<file path="src/rtl/seq_scan_arbiter.sv">
// Two-requester round-robin front end that time-shares one serial pattern matcher.
// Each granted word is scanned MSB-first, and the match count is returned with a done pulse.
module seq_scan_arbiter #(
  parameter int WORD_W = 8,
  parameter int PAT_W  = 3,
  parameter int CNT_W  = 4
) (
  input  logic              clk,
  input  logic              rst_n,
  input  logic              req0,
  input  logic [WORD_W-1:0] word0,
  input  logic              req1,
  input  logic [WORD_W-1:0] word1,
  input  logic [PAT_W-1:0]  cfg_pat,
  input  logic              cfg_overlap,
  output logic              gnt0,
  output logic              gnt1,
  output logic              busy,
  output logic              done,
  output logic              done_id,
  output logic [CNT_W-1:0]  match_cnt
);

  localparam int VC_W = $clog2(PAT_W + 1);
  localparam int IX_W = $clog2(WORD_W + 1);
  localparam logic [VC_W-1:0] PAT_VC   = VC_W'(PAT_W);
  localparam logic [IX_W-1:0] LAST_IDX = IX_W'(WORD_W - 1);

  typedef enum logic [1:0] {S_IDLE, S_SHIFT, S_DONE} state_t;

  state_t             r_state, w_state_n;
  logic [WORD_W-1:0]  r_word, w_word_n;
  logic [PAT_W-1:0]   r_pat, w_pat_n;
  logic               r_ovl, w_ovl_n;
  logic [PAT_W-1:0]   r_win, w_win_n;
  logic [VC_W-1:0]    r_vcnt, w_vcnt_n;
  logic [CNT_W-1:0]   r_cnt, w_cnt_n;
  logic [IX_W-1:0]    r_idx, w_idx_n;
  logic               r_id, w_id_n;
  logic               r_rr, w_rr_n;
  logic               r_gnt0, w_gnt0_n;
  logic               r_gnt1, w_gnt1_n;
  logic               r_done, w_done_n;
  logic               r_done_id, w_done_id_n;
  logic [CNT_W-1:0]   r_match_cnt, w_match_cnt_n;

  logic               w_bit;
  logic [PAT_W:0]     w_win_ext;
  logic [PAT_W-1:0]   w_win_shift;
  logic [VC_W-1:0]    w_vcnt_inc;
  logic               w_match;
  logic [CNT_W-1:0]   w_cnt_upd;

  function automatic logic [CNT_W-1:0] sat_inc(input logic [CNT_W-1:0] c);
    if (c == {CNT_W{1'b1}}) return c;
    return c + CNT_W'(1);
  endfunction

  // Valid-bit count stops at PAT_W: beyond that the window is simply full.
  function automatic logic [VC_W-1:0] vcnt_inc(input logic [VC_W-1:0] v);
    if (v >= PAT_VC) return PAT_VC;
    return v + VC_W'(1);
  endfunction

  assign w_bit       = r_word[WORD_W-1];
  assign w_win_ext   = {r_win, w_bit};
  assign w_win_shift = w_win_ext[PAT_W-1:0];
  assign w_vcnt_inc  = vcnt_inc(r_vcnt);
  assign w_match     = (w_win_shift == r_pat) && (w_vcnt_inc == PAT_VC);
  assign w_cnt_upd   = w_match ? sat_inc(r_cnt) : r_cnt;

  always_comb begin
    w_state_n     = r_state;
    w_word_n      = r_word;
    w_pat_n       = r_pat;
    w_ovl_n       = r_ovl;
    w_win_n       = r_win;
    w_vcnt_n      = r_vcnt;
    w_cnt_n       = r_cnt;
    w_idx_n       = r_idx;
    w_id_n        = r_id;
    w_rr_n        = r_rr;
    w_gnt0_n      = 1'b0;
    w_gnt1_n      = 1'b0;
    w_done_n      = 1'b0;
    w_done_id_n   = r_done_id;
    w_match_cnt_n = r_match_cnt;

    case (r_state)
      S_IDLE: begin
        if (req0 || req1) begin
          w_pat_n   = cfg_pat;
          w_ovl_n   = cfg_overlap;
          w_win_n   = '0;
          w_vcnt_n  = '0;
          w_cnt_n   = '0;
          w_idx_n   = '0;
          w_state_n = S_SHIFT;
          // req0 wins unless req1 is also up and it is req1's turn.
          if (req0 && (!req1 || !r_rr)) begin
            w_word_n = word0;
            w_gnt0_n = 1'b1;
            w_id_n   = 1'b0;
            w_rr_n   = 1'b1;
          end else begin
            w_word_n = word1;
            w_gnt1_n = 1'b1;
            w_id_n   = 1'b1;
            w_rr_n   = 1'b0;
          end
        end
      end
      S_SHIFT: begin
        w_word_n = r_word << 1;
        w_win_n  = w_win_shift;
        w_vcnt_n = (w_match && !r_ovl) ? '0 : w_vcnt_inc;
        w_cnt_n  = w_cnt_upd;
        w_idx_n  = r_idx + IX_W'(1);
        if (r_idx == LAST_IDX) begin
          w_match_cnt_n = w_cnt_upd;
          w_done_n      = 1'b1;
          w_done_id_n   = r_id;
          w_state_n     = S_DONE;
        end
      end
      S_DONE: begin
        w_state_n = S_IDLE;
      end
      default: begin
        w_state_n = S_IDLE;
      end
    endcase
  end

  always_ff @(posedge clk) begin
    if (!rst_n) begin
      r_state     <= S_IDLE;
      r_word      <= '0;
      r_pat       <= '0;
      r_ovl       <= 1'b0;
      r_win       <= '0;
      r_vcnt      <= '0;
      r_cnt       <= '0;
      r_idx       <= '0;
      r_id        <= 1'b0;
      r_rr        <= 1'b0;
      r_gnt0      <= 1'b0;
      r_gnt1      <= 1'b0;
      r_done      <= 1'b0;
      r_done_id   <= 1'b0;
      r_match_cnt <= '0;
    end else begin
      r_state     <= w_state_n;
      r_word      <= w_word_n;
      r_pat       <= w_pat_n;
      r_ovl       <= w_ovl_n;
      r_win       <= w_win_n;
      r_vcnt      <= w_vcnt_n;
      r_cnt       <= w_cnt_n;
      r_idx       <= w_idx_n;
      r_id        <= w_id_n;
      r_rr        <= w_rr_n;
      r_gnt0      <= w_gnt0_n;
      r_gnt1      <= w_gnt1_n;
      r_done      <= w_done_n;
      r_done_id   <= w_done_id_n;
      r_match_cnt <= w_match_cnt_n;
    end
  end

  assign gnt0      = r_gnt0;
  assign gnt1      = r_gnt1;
  assign busy      = (r_state != S_IDLE);
  assign done      = r_done;
  assign done_id   = r_done_id;
  assign match_cnt = r_match_cnt;

endmodule

</file>
<file path="config.mk">
export PLATFORM = sky130hd
export DESIGN_NAME = seq_scan_arbiter
export DESIGN_NICKNAME = d
export VERILOG_FILES = /design/src/rtl/seq_scan_arbiter.sv
export SDC_FILE = /design/constraint.sdc
export NUM_CORES = 1
export LEC_CHECK = 0
export CAP_MARGIN = 20
export CORE_ASPECT_RATIO = 0.9
export CORE_MARGIN = 5
export CORE_UTILIZATION = 40
export DETAILED_ROUTE_END_ITERATION = 10
export MAX_ROUTING_LAYER = met4
export PLACE_DENSITY = 0.63
export SLEW_MARGIN = 20
export SYNTH_ARGS = -nofsm -noshare
export SYNTH_HDL_FRONTEND = slang
export SYNTH_SLANG_ARGS = --single-unit
</file>
<file path="constraint.sdc">
create_clock -name clk -period 1.5 [get_ports clk]
set_input_delay 0.15 -clock clk [delete_from_list [all_inputs] [get_ports clk]]
set_output_delay 0.15 -clock clk [all_outputs]
set_load 0.1 [all_outputs]
</file>
==> results.txt <==
Results of the run.

The flow ran to the end, and the final reports show no timing, DRC or antenna violations. Per the repair_timing log after CTS, setup buffers inserted total 0. The timing report shows that the slowest cell on the worst path is and4_2. The switching part of the total power is 25.5%. The die outline area is 5540 um^2. The total length of routed met3 wires is 146 um. The setup TNS is 0 ns. Yosys reports a chip area of 1660 um^2. The CTS root buffer is clkbuf_8. Per the Yosys statistics, synthesis produced 179 cells. The clock transition at the register clock pins on the worst setup and hold paths after CTS is 0.07 ns.

All stages included, the depth of the critical timing path comes to 4. The achievable frequency is 694 MHz. The first-pass detailed-route iteration total is 4. The number of slew-limit violations in the final report is 0. The peak fanout along the critical path is 9. The global-route congestion overflow total is 0. Across the whole layout, storage elements make up 30.5% of the cell area. The worst register-to-register path ends at r_cnt[2]. The cell area after placement is 2260 um^2. In this run the tools logged warnings totalling 27.

Counting tap cells, the placed design contains a total of 272 instances. In this run, distinct cell masters in the synthesized netlist total 38. The leakage component of the power was reported as 0.934 nW. TritonCTS reports the number of clock sinks as 36. The area share of the leading cell type in the synthesized netlist is 43.4%.

The routed wirelength on the met1 layer is recorded as 1760 um. The most instantiated logic cell after routing is dfxtp_1. The cell sequence reported for the critical path is xnor2_1, and4_2, a31oi_1, a311oi_1. The finished design was reported to have a net count of 257.

The clock tree from TritonCTS is yes. The most common logic cells in the final layout are 35 x dfxtp_1, 23 x clkdlybuf4s50_1, 22 x nand2_1, 22 x buf_4, 10 x buf_12. Once synthesis finished, the tally of register bits stood at 36. The report lists the number of cells resized after CTS as 1.

Registers take 722 um^2. The end-of-flow timing check tallies setup violations at 0. The worst IR drop on VDD is 0.000481 V. The critical path is of the register to register type. STA shows the worst min-delay path finishing at r_pat[1].

For this run, the detailed router reports a per-instance via density of 5.29. Summing over every cut layer, the via total after detailed routing is 1,481. The launch point of the critical path was reported as r_word[7].

Clock network power for this build is 0.000686 W. Per the detail_route report, DRC violations left total 0. Counting endpoints that fail hold in the final report gives 0.

For this design, the CTS-stage hold fixing added 0 buffers. The xor/xnor cell area share of the yosys netlist is 1.58%. After Yosys synthesis, full adders, half adders and majority gates account for 1.51% of the synthesized area. The worst hold path was traced through 3 stages. The top cell family by delay on the critical path is AND-OR/OR-AND gates.

Leaving out filler cells and counting taps, the final layout contains 280. The combinational gate area is 890 um^2. The worst hold path begins at cfg_pat[1]. The endpoint kind of the worst setup timing path is a register.

dfxtp_1 is the most common cell in the netlist. The wire length on met2 is 1880 um. By area the synthesized netlist is led by dfxtp_1 43%, a21boi_0 5.9%, mux2_2 5.4%. The detailed-route wire length per cell is 13.7 um.
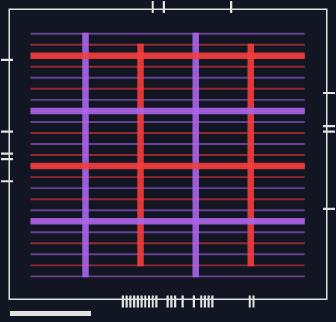
(supply network)
Bar = 20 um. Pins as bars on the die edge.
red -> VDD
purple -> VSS
met5 straps = 4
met4 straps = 4
signal pins = 33
met1 rails = 23
rows = 22

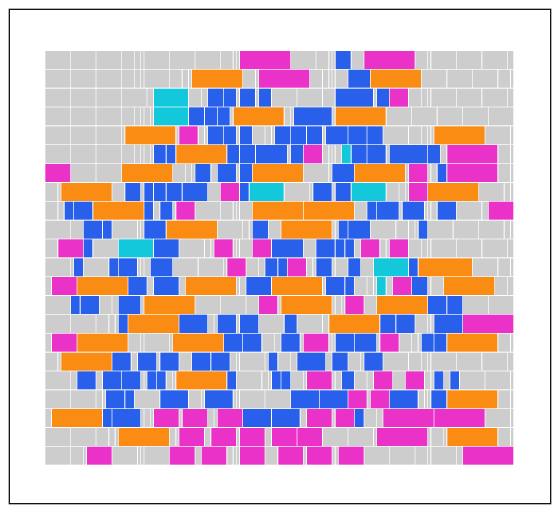
(placement by cell class)
Fill, decap, tap and diode cells in gray.
cyan -> clock drivers and dummy loads  # cells 8
magenta -> other buffers and delay cells  # cells 55
blue -> all other logic  # cells 133
orange -> flops  # cells 36

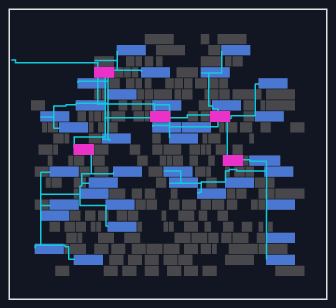
(routed clock nets over the placement)
blue -> flip-flops  # count 36
magenta -> cells driving clock nets  # count 5
cyan -> clock wires  # length 419 um
routed clock nets = 6

No activity file was given, so power comes from the tool's default toggle rates.
